Design target_pads_flat, sky130hd; sources not shown.
**Metal 1**

Scale bar: 20 um. Cells faint in the background.
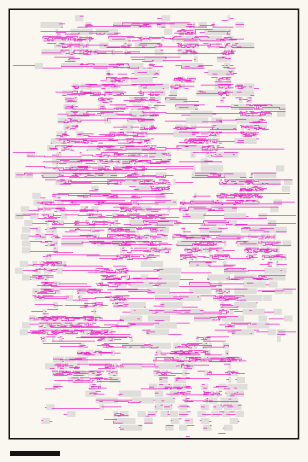
main direction: horizontal
nets with wire on the layer: 837
longest straight run: 51.5 um
routed wire length: 17.9 mm
total via count after detailed routing: 5669
met1 layer usage reported by global route: 0.233

**Signal wires on met2**

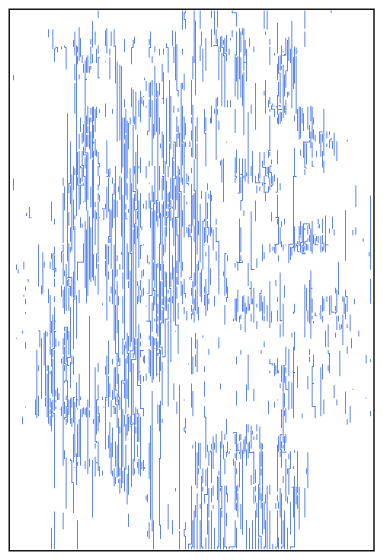
share of all routed wire: 49%
main direction: vertical
longest straight run: 61.9 um
nets with wire on the layer: 785
routing usage on met2: 0.320

==> GITHUB_STEP_SUMMARY <==
## Implementation flow summary

| Metric | Value |
|---|---|
| Run status | `finished with violations` |
| Violations in the final reports | `max-capacitance violations, max-slew violations` |
| Post-Route M1 WL | `7.81 mm` |
| Count of final setup violators | `0` |
| Flip-flops with a built-in enable | `0` |
| Class of the most critical hold timing path | `reg -> reg` |
| Register-to-register path setup slack | `0.73 ns` |
| Area taken by multi-input logic gates | `3790 sq um` |
| Part of the total power dissipated in combinational logic | `0.369` |
| Cell count listed in synth_stat.txt | `714` |
| First-pass GRT wire length | `28.7 mm` |
| Proportion of layout cells with a drive suffix above 1 | `0.0513` |
| Register share of total power | `0.363` |
| Maximum level of the CTS H-tree | `3` |
| Routability-driven placement congestion ratio | `0.902` |
| Chain of cells forming the critical path | `dlygate4sd3_1 > inv_1 > ha_1 > a21boi_0 > a311oi_1 > o21ai_2 > inv_1 > a221oi_1 > a22oi_1 > o32a_2` |
| Final count of pins violating max slew | `100` |
| Clock Pin Slew Worst Setup and Hold Paths | `0.07 ns` |
| Most prevalent standard cell on the critical path | `inv_1` |
| Net Sw Frac | `0.366` |
| Detailed-route wire length per cell | `17.0 um` |
| Sink Count | `90` |
| Most common logic cells in the final layout | `dfrtp_1, nand2_1, clkdlybuf4s50_1` |
| Top achievable clock speed | `270 MHz` |
| Port bufs | `86` |
| Area of the placeable core | `18500 sq um` |
| Reg2Reg Depth | `14` |
| Detailed router's first-iteration violation count | `406` |
| Count of fill cells added during filler insertion | `1823` |
| Leak | `3.42 nW` |
| Cell with the largest stage delay on the worst path | `dlygate4sd3_1` |
| Chip Area, Yosys | `6360 sq um` |
| Seq. cell area | `2250 sq um` |
| Standard-cell row count | `61` |
| Clock network latency to the later pin of the worst-skew pair | `0.35 ns` |
| Clock group share of total power | `0.268` |
| WL met2 | `8.80 mm` |
| Number of nets with antenna violations after routing | `0` |
| Hpwl dp | `13.6 mm` |
| Detailed Routing Iterations Pass 1 | `5` |
| Type of the worst setup path | `in -> reg` |
| Syn. warnings | `0` |
| Most frequently placed logic cell in the final layout | `dfrtp_1` |
| Actual transition at the worst max-transition pin | `2.39 ns` |
| Antenna violations before repair | `0` |
| Clock period minus worst slack | `3.71 ns` |
| Count of boundary I/O pins | `87` |
| Die Y-Extent | `171 um` |
| Worst clock skew | `0.00902 ns` |
| Critical path arrival | `3.94 ns` |
| Max incr delay on CP | `0.62 ns` |
| Power per unit of standard cell area | `357 nW/um^2` |
| Highest net fanout along the worst path | `10` |
| Max cap viols | `2` |
| PnR worst setup slack | `0.693 ns` |
| Total clock buffers created by CTS | `9` |
| Hold Fails Final Rpt | `0` |
| Clock tree from TritonCTS | `done` |
| Design internal power | `1.75 mW` |
| Asr flop ratio synth | `1.00` |
| Sum of negative setup slack | `0 ns` |
| Post-route worst hold slack | `0.350 ns` |
| Leading post-synthesis cells by instance count | `dfrtp_1, nand2_1, nor2_1, ha_1, o21ai_0` |
| Critical path startpoint category | `input pin` |
| DR WL met3 | `593 um` |
| Post-route clock period utilization | `0.842` |
| Sequential fraction of the synthesis area | `0.354` |
| Total global routing overflow | `0` |
| Number of cells on the worst hold path | `0` |
| Biggest area contributors in the synthesized netlist | `dfrtp_1, ha_1, nand2_1` |
| Max reg flops | `32` |
| Place WS | `0.648 ns` |
| Clock Root Buffer | `clkbuf_16` |
| Initial cell density of the core | `0.345` |
| Antenna diode count | `0` |
| Postcts setup bufs | `0` |
| Cell taking the most area after synthesis | `dfrtp_1` |
==> per-stage QoR <==
stage / total power [mW] / std cells / area, sq um / utilization
2_1_floorplan: 1.71 / 714 / 6360 / -
4_1_cts: 2.80 / 1051 / 7780 / 0.421
6_report: 2.77 / 1052 / 7760 / 0.420
5_1_grt: 2.97 / 1052 / 7760 / 0.420
3_3_place_gp: 2.01 / 1035 / 7500 / 0.406
3_5_place_dp: 2.04 / 1035 / 7500 / 0.406
==> cell type report <==
class,instances,share of cell area
multi-input combinational,546,0.489
sequential,90,0.290
tap,252,0.0406
inverter,51,0.0255
clock inverter,6,0.00661
timing repair buffer,97,0.119
clock buffer,10,0.0295
==> metal layers <==
metal | track usage | up-vias
met5 | 0 | -
met4 | 0.0934 | 0
met3 | 0.0269 | 42
met2 | 0.320 | 158
met1 | 0.233 | 2727
li1 | - | 2742
==> logic make-up after synthesis <==
family / synth area share
and+or+nand+nor: 0.197
buffers and inverters: 0.0484
AOI/OAI and AO/OA: 0.208
muxes: 0.0267
xor gates and xnor gates: 0.0427
DFF: 0.354
adders and majority gates: 0.123
==> critical path, delay by kind of cell <==
kind | cells | cell delay (ns)
adders and majority gates | 1 | 0.30
AOI/OAI and AO/OA | 6 | 1.98
buffers and inverters | 3 | 1.21
==> power by group through the flow <==
stage	clock network, mW	logic [mW]	registers, mW
floorplan	0	0.719	0.995
global placement	0	0.992	1.01
detailed placement	0	1.02	1.02
CTS	0.766	1.02	1.00
global route	0.805	1.14	1.02
finish	0.742	1.02	1.01
Power figures rest on the tool's default switching activity, not on a simulated workload.
